**src/rtl/seq_chunk_adder.sv**
```systemverilog
// Multi-cycle WIDTH-bit adder/subtractor: one CHUNK-bit slice per clock, LSB chunk first.
// Optional saturation of the signed result is enabled by defining SEQ_CHUNK_ADDER_SAT_EN.
module seq_chunk_adder #(
    parameter int WIDTH = 16,
    parameter int CHUNK = 4
) (
    input  logic             clk,
    input  logic             rst_n,
    input  logic             start,
    input  logic             sub,
    input  logic [WIDTH-1:0] a,
    input  logic [WIDTH-1:0] b,
    input  logic             cin,
    output logic             busy,
    output logic             done,
    output logic [WIDTH-1:0] sum,
    output logic             cout,
    output logic             overflow
);

    localparam int NCHUNK = WIDTH / CHUNK;
    localparam int CW     = (NCHUNK > 1) ? $clog2(NCHUNK) : 1;
    localparam logic [CW-1:0] CNT_ONE  = CW'(1);
    localparam logic [CW-1:0] CNT_LAST = CW'(NCHUNK - 1);

    generate
        if (CHUNK < 1) begin : g_bad_chunk
            $error("seq_chunk_adder: CHUNK must be at least 1");
        end else if ((WIDTH % CHUNK) != 0) begin : g_bad_width
            $error("seq_chunk_adder: WIDTH must be a multiple of CHUNK");
        end
    endgenerate

    typedef enum logic [1:0] {
        ST_IDLE = 2'd0,
        ST_BUSY = 2'd1,
        ST_DONE = 2'd2
    } state_t;

    state_t                       state_r;
    state_t                       state_nxt_s;
    logic [CW-1:0]                cnt_r;
    logic [NCHUNK-1:0][CHUNK-1:0] a_r;
    logic [NCHUNK-1:0][CHUNK-1:0] b_r;
    logic [NCHUNK-1:0][CHUNK-1:0] work_r;
    logic [NCHUNK-1:0][CHUNK-1:0] work_nxt_s;
    logic                         carry_r;
    logic                         accept_s;
    logic                         last_s;
    logic [CHUNK-1:0]             chunk_a_s;
    logic [CHUNK-1:0]             chunk_b_s;
    logic [CHUNK-1:0]             chunk_sum_s;
    logic                         chunk_cout_s;
    logic                         msb_cin_s;
    logic                         ovf_s;
    logic [WIDTH-1:0]             result_s;

    assign accept_s = start && ((state_r == ST_IDLE) || (state_r == ST_DONE));
    assign last_s   = (cnt_r == CNT_LAST);

    // State register
    always_ff @(posedge clk or negedge rst_n) begin
        if (!rst_n) begin
            state_r <= ST_IDLE;
        end else begin
            state_r <= state_nxt_s;
        end
    end

    // Next-state logic
    always_comb begin
        state_nxt_s = state_r;
        case (state_r)
            ST_IDLE: begin
                if (start) begin
                    state_nxt_s = ST_BUSY;
                end else begin
                    state_nxt_s = ST_IDLE;
                end
            end
            ST_BUSY: begin
                if (last_s) begin
                    state_nxt_s = ST_DONE;
                end else begin
                    state_nxt_s = ST_BUSY;
                end
            end
            ST_DONE: begin
                if (start) begin
                    state_nxt_s = ST_BUSY;
                end else begin
                    state_nxt_s = ST_IDLE;
                end
            end
            default: begin
                state_nxt_s = ST_IDLE;
            end
        endcase
    end

    // Chunk slice adder; the MSB carry-in is recovered from the sum bit and its operands
    always_comb begin
        chunk_a_s  = a_r[cnt_r];
        chunk_b_s  = b_r[cnt_r];
        {chunk_cout_s, chunk_sum_s} = {1'b0, chunk_a_s} + {1'b0, chunk_b_s}
                                    + {{CHUNK{1'b0}}, carry_r};
        msb_cin_s  = chunk_sum_s[CHUNK-1] ^ chunk_a_s[CHUNK-1] ^ chunk_b_s[CHUNK-1];
        ovf_s      = msb_cin_s ^ chunk_cout_s;
        work_nxt_s = work_r;
        work_nxt_s[cnt_r] = chunk_sum_s;
    end

    // Final result selection (wrapped or saturated)
    always_comb begin
        result_s = work_nxt_s;
`ifdef SEQ_CHUNK_ADDER_SAT_EN
        if (ovf_s) begin
            if (!a_r[NCHUNK-1][CHUNK-1] && !b_r[NCHUNK-1][CHUNK-1]) begin
                result_s = {1'b0, {(WIDTH-1){1'b1}}};
            end else begin
                result_s = {1'b1, {(WIDTH-1){1'b0}}};
            end
        end else begin
            result_s = work_nxt_s;
        end
`endif
    end

    // Operand capture and per-chunk working state
    always_ff @(posedge clk or negedge rst_n) begin
        if (!rst_n) begin
            a_r     <= {WIDTH{1'b0}};
            b_r     <= {WIDTH{1'b0}};
            work_r  <= {WIDTH{1'b0}};
            carry_r <= 1'b0;
            cnt_r   <= {CW{1'b0}};
        end else if (accept_s) begin
            // Subtraction runs as a + ~b + ~cin
            a_r     <= a;
            b_r     <= sub ? ~b : b;
            carry_r <= cin ^ sub;
            cnt_r   <= {CW{1'b0}};
        end else if (state_r == ST_BUSY) begin
            work_r  <= work_nxt_s;
            carry_r <= chunk_cout_s;
            cnt_r   <= last_s ? {CW{1'b0}} : (cnt_r + CNT_ONE);
        end else begin
            cnt_r   <= cnt_r;
        end
    end

    // Result outputs, loaded only on the edge that enters DONE
    always_ff @(posedge clk or negedge rst_n) begin
        if (!rst_n) begin
            sum      <= {WIDTH{1'b0}};
            cout     <= 1'b0;
            overflow <= 1'b0;
        end else if ((state_r == ST_BUSY) && last_s) begin
            sum      <= result_s;
            cout     <= chunk_cout_s;
            overflow <= ovf_s;
        end else begin
            sum      <= sum;
        end
    end

    // Handshake outputs registered from the next state
    always_ff @(posedge clk or negedge rst_n) begin
        if (!rst_n) begin
            busy <= 1'b0;
            done <= 1'b0;
        end else begin
            busy <= (state_nxt_s == ST_BUSY);
            done <= (state_nxt_s == ST_DONE);
        end
    end

endmodule

```
**config.mk**
```make
export PLATFORM = sky130hd
export DESIGN_NAME = seq_chunk_adder
export DESIGN_NICKNAME = d
export VERILOG_FILES = /design/src/rtl/seq_chunk_adder.sv
export SDC_FILE = /design/constraint.sdc
export NUM_CORES = 1
export LEC_CHECK = 0
export ABC_AREA = 1
export CAP_MARGIN = 40
export CORE_AREA = 3 3 110 112
export CTS_CLUSTER_DIAMETER = 200
export DETAILED_ROUTE_END_ITERATION = 7
export DIE_AREA = 0 0 113 115
export GPL_TIMING_DRIVEN = 0
export PLACE_DENSITY = 0.51
export REMOVE_ABC_BUFFERS = 1
export SKIP_CTS_REPAIR_TIMING = 1
export SYNTH_ARGS = -nofsm -noshare
export SYNTH_HDL_FRONTEND = slang
export SYNTH_SLANG_ARGS = --single-unit
```
**constraint.sdc**
```tcl
create_clock -name clk -period 7 [get_ports clk]
set_input_delay 0.7 -clock clk [delete_from_list [all_inputs] [get_ports clk]]
set_output_delay 0.7 -clock clk [all_outputs]
set_load 0.01 [all_outputs]
```
gates.png
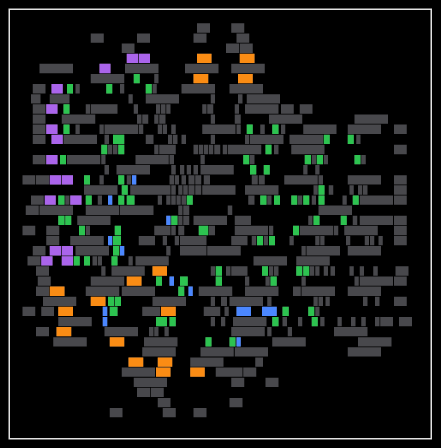
xor and xnor cells -> purple  # cells 16
aoi and oai cells -> green  # cells 72
mux cells -> orange  # cells 16
nor cells -> blue  # cells 12

ff_map.png
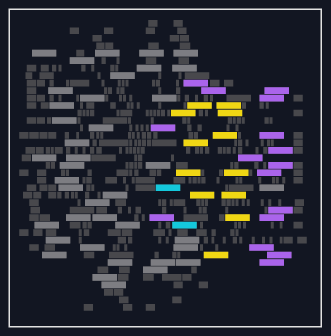
work_r -> yellow  # flops 12
cnt_r -> cyan  # flops 2
sum -> purple  # flops 16
not coloured = 39

clock_nets.png
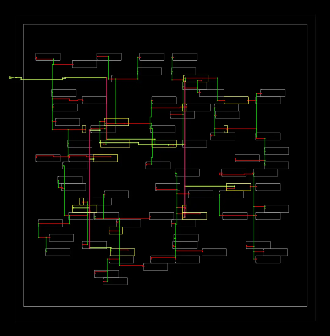
Worst Skew: 0.00553 ns
clk sinks: 69
flip-flop and latch count: 69
TritonCTS Buffers: 9

closeup.png
Window x 3 to 53, y 61 to 111 um. Cells in grey, sequential cells in the stronger grey; small squares are vias.
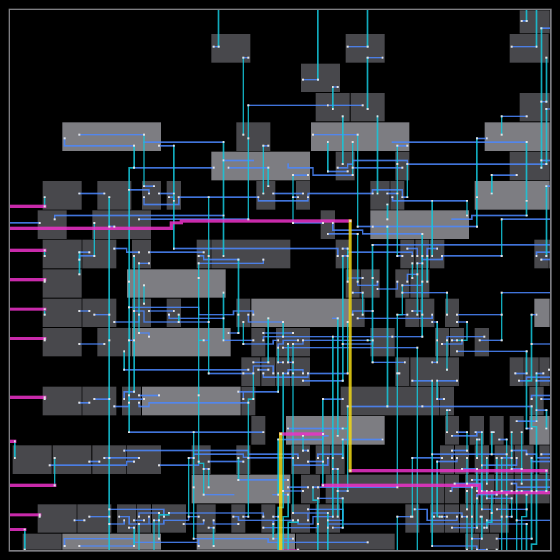
M1 -> blue
M3 -> magenta
M4 -> yellow
M2 -> cyan
most frequent = nand2_1 (41), clkdlybuf4s50_1 (15)
sequential cells in the window = 14
cells with their middle in the window = 132
netlist names of flops here include = b_r (12), a_r (2)

floorplan.png
Pins as bars on the die edge.
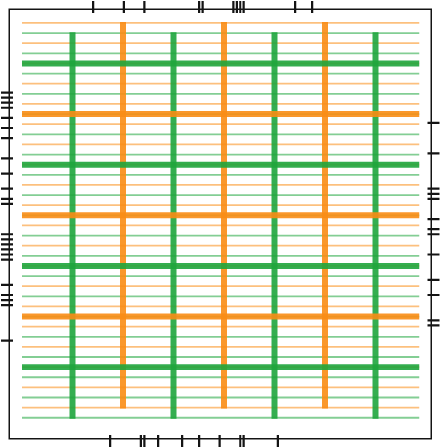
VDD -> orange
VSS -> green
met4 straps = 7
met1 rails = 40
signal pins = 57

==> results.md <==
| Result | Reported | Unit |
|:---|:---|:---|
| Result of the run | finished, final reports clean | - |
| Final antenna-violating net count | 0 | - |
| Leakage dissipation | 0.00196 | uW |
| Maximum level of the CTS H-tree | 3 | - |
| Syn. warnings | 0 | - |
| Library cells used by synthesis | 22 | - |
| Switching power share of the total | 41.6 | % |
| Hold Violations, Final | 0 | - |
| Post-Place Setup Slack | 3.99 | ns |
| Cell internal pwr | 1340 | uW |
| Area growth syn-to-layout | 29.2 | % |
| Worst hold margin | 0.322 | ns |
| Share of flip-flops with an asynchronous set or reset after synthesis | 100 | % |
| Part of the total power dissipated in combinational logic | 49.7 | % |
| Top library cells by usage in the layout, fill and taps aside | sky130_fd_sc_hd__nand2_1, sky130_fd_sc_hd__dfrtp_1, sky130_fd_sc_hd__o21ai_0 | - |
| Met3 layer usage reported by global route | 3.16 | % |
| Synthesis area per yosys | 0.00335 | mm2 |
| Post-layout period usage of the worst path | 42.7 | % |
| #FFs+latches synth | 69 | - |
| Total routing usage reported by global routing | 12.1 | % |
| Switching power of the nets | 949 | uW |
| Category of the worst setup path launch point | flip-flop | - |
| Maximum cell stage delay along the critical path | 0.80 | ns |
| GPL Wtd Cong | 0.797 | - |
| Leading cell type in the layout, fill and taps excluded | sky130_fd_sc_hd__nand2_1 | - |
| Synthesized area | 0.00335 | mm2 |
| Worst setup EP type | flip-flop | - |
| Post-detailed-routing wire length | 7210 | um |
| Number of nets in the layout | 471 | - |
| Worst reg2reg setup slack | 4.01 | ns |
| Ratio of cells with drive above 1 in the final layout | 8.84 | % |
| Slew @ Worst Pin | 0.718 | ns |
| Placed cell count | 556 | - |
| Routed vias | 2511 | - |
| Reg2Reg Launch Point | cnt_r[0]$_DFFE_PN0P_ | - |
| Capture point of the critical path | overflow$_DFFE_PN0P_ | - |
| Standard cell core area | 0.0113 | mm2 |
| Grt met1 use | 15.3 | % |
| HPWL Detailed | 5120 | um |
| Cell count after synthesis | 372 | - |
| Fmax achieved | 335 | MHz |
| Worst-path cell chain | inv_4 -> o21ai_0 -> o22ai_1 -> fa_1 -> inv_1 -> fa_1 -> inv_1 -> a21oi_1 -> nand3_1 -> nand2_1 -> nand2_1 -> nand3_1 -> nand2_1 | - |
| Clk buf depth | 2 | - |
| Instance area at placement | 0.00402 | mm2 |
| TritonCTS clock tree | done | - |
| Post-route setup TNS | 0 | ns |
| Crit path required time | 7.22 | ns |
| Rel. slew slack | 52.2 | % |
| Antenna diodes | 0 | - |
| Predominant post-synthesis flop cell | sky130_fd_sc_hd__dfrtp_1 | - |
| Cell with the most instances on the worst path | sky130_fd_sc_hd__nand2_1 | - |
| Pwr per Cell Area | 528 | mW/mm2 |
| Mean instance size in the synthesized netlist | 9.00 | um2 |
| Die Span X | 113 | um |
| Clock transition at the register clock pins on the worst setup and hold paths after CTS | 0.05 | ns |
| Count of library flops with an enable pin | 0 | - |
| Total power of the final layout | 2280 | uW |
| Crit path setup slack, layout | 4.01 | ns |
| I/O pins | 57 | - |
| Startpoint-to-endpoint class of the critical path | reg -> reg | - |
| Final setup viols | 0 | - |
| Final min period | 2.99 | ns |
| Worst flop-to-flop path endpoint | overflow$_DFFE_PN0P_ | - |
| Routed via count divided by cell count | 4.38 | - |
| Met2 demand-to-capacity share in global routing | 20.0 | % |
| Worst min path class | in -> async | - |
| Yosys cell count | 372 | - |
| First-pass GRT wire length | 12600 | um |
| Via count of the first global-routing pass | 2608 | - |
| DIE HEIGHT | 115 | um |
| Register share of total power | 30.8 | % |
| OpenROAD warning count | 28 | - |
| Count of TritonRoute iterations in the first routing pass | 6 | - |
| Die Area | 0.0130 | mm2 |
| Count of max-cap constraint violations | 0 | - |
| Routed len/inst | 12.6 | um |
| CP Max Fanout | 20 | - |
| Number of cell instances on the worst register-to-register path | 13 | - |
| Number of cells in the finished layout apart from fillers | 573 | - |
| Final tally of max-slew violations | 0 | - |
| Part of the total power dissipated in the clock network | 19.5 | % |
| GRT busiest layer | met2 | - |
| Grt total ovfl | 0 | - |
| Largest net degree at the start of global routing | 47 | - |
| Standard cell with the maximum stage delay on the critical path | sky130_fd_sc_hd__dfrtp_1 | - |
| Number of antenna violations at the first check in global routing | 0 | - |
| Core Util at FP | 29.6 | % |
| Final instance area | 0.00432 | mm2 |
| Critical path launch point | cnt_r[0]$_DFFE_PN0P_ | - |
| Count of port buffers added during placement | 56 | - |
| Crit path arrival time | 3.21 | ns |
| Sequential fraction of the synthesis area | 51.6 | % |
| Setup repair after global routing missed its margin | no | - |
| Final core area utilization | 38.2 | % |
| Row count | 39 | - |
| First-iteration detailed-routing DRC count | 94 | - |
| Worst IR drop on VDD | 217 | uV |
| Clock network latency to the later pin of the worst-skew pair | 0.33 | ns |
| Final routed DRC violation total | 0 | - |
| Root buffer selected by CTS | sky130_fd_sc_hd__clkbuf_16 | - |
[cell families (layout without fill, tap and decap cells)]
| group | after synthesis | in the layout | share of synthesized area, % |
|---|---|---|---|
| multiplexers | 16 | 16 | 5.38 |
| flip-flops | 69 | 69 | 51.6 |
| AND-OR/OR-AND | 72 | 72 | 11.2 |
| buffers and inverters | 44 | 102 | 6.24 |
| XOR/XNOR | 16 | 16 | 4.19 |
| AND/OR/NAND/NOR | 146 | 146 | 17.6 |
| adder cells (fa/ha/maj) | 9 | 9 | 3.81 |
[layer usage]
layer	vias to the layer above	routed length (um)
met4	0	118
met5	-	0
li1	1312	-
met2	51	3310
met3	10	314
met1	1138	3470
[cells in the mapped netlist (all sizes together), types with 5 or more instances]
cell type,n,area [um2]
o21ai,60,300
dfrtp,69,1730
mux2,16,180
nand2,116,438
buf,12,83.8
ha,7,87.6
inv,27,106
nand3,18,90.1
clkbuf,5,18.8
nor2,12,60.1
xnor2,16,140
a21oi,5,25.0
[registers in the layout, indices dropped and copies added (netlist names)]
signal / flops
a_r: 16
b_r: 16
sum: 16
work_r: 12
cnt_r: 2
state_r: 2
busy: 1
carry_r: 1
cout: 1
done: 1
overflow: 1
[cell type report]
cell class                 instances  area, um2
fill                            1185       7000
sequential                        69       1730
multi-input combinational        259       1410
timing repair buffer              59        613
clock buffer                      15        258
tap                              143        179
inverter                          27        106
clock inverter                     1       30.0
[worst max-delay path, delay by kind of cell (launching register included)]
family	cells	cell delay, ns
and+or+nand+nor	5	0.38
AOI/OAI and AO/OA	3	0.68
buffers and inverters	3	0.39
DFF	1	0.80
adders and majority gates	2	0.62
[power by group through the flow]
stage               clock, uW  sequential, uW  combinational, uW
finish                    445             704               1140
global route              472             732               1320
CTS                       459             709               1150
detailed placement          0             716               1150
global placement            0             709               1120
floorplan                   0             703                772
No activity file was given, so power comes from the tool's default toggle rates.
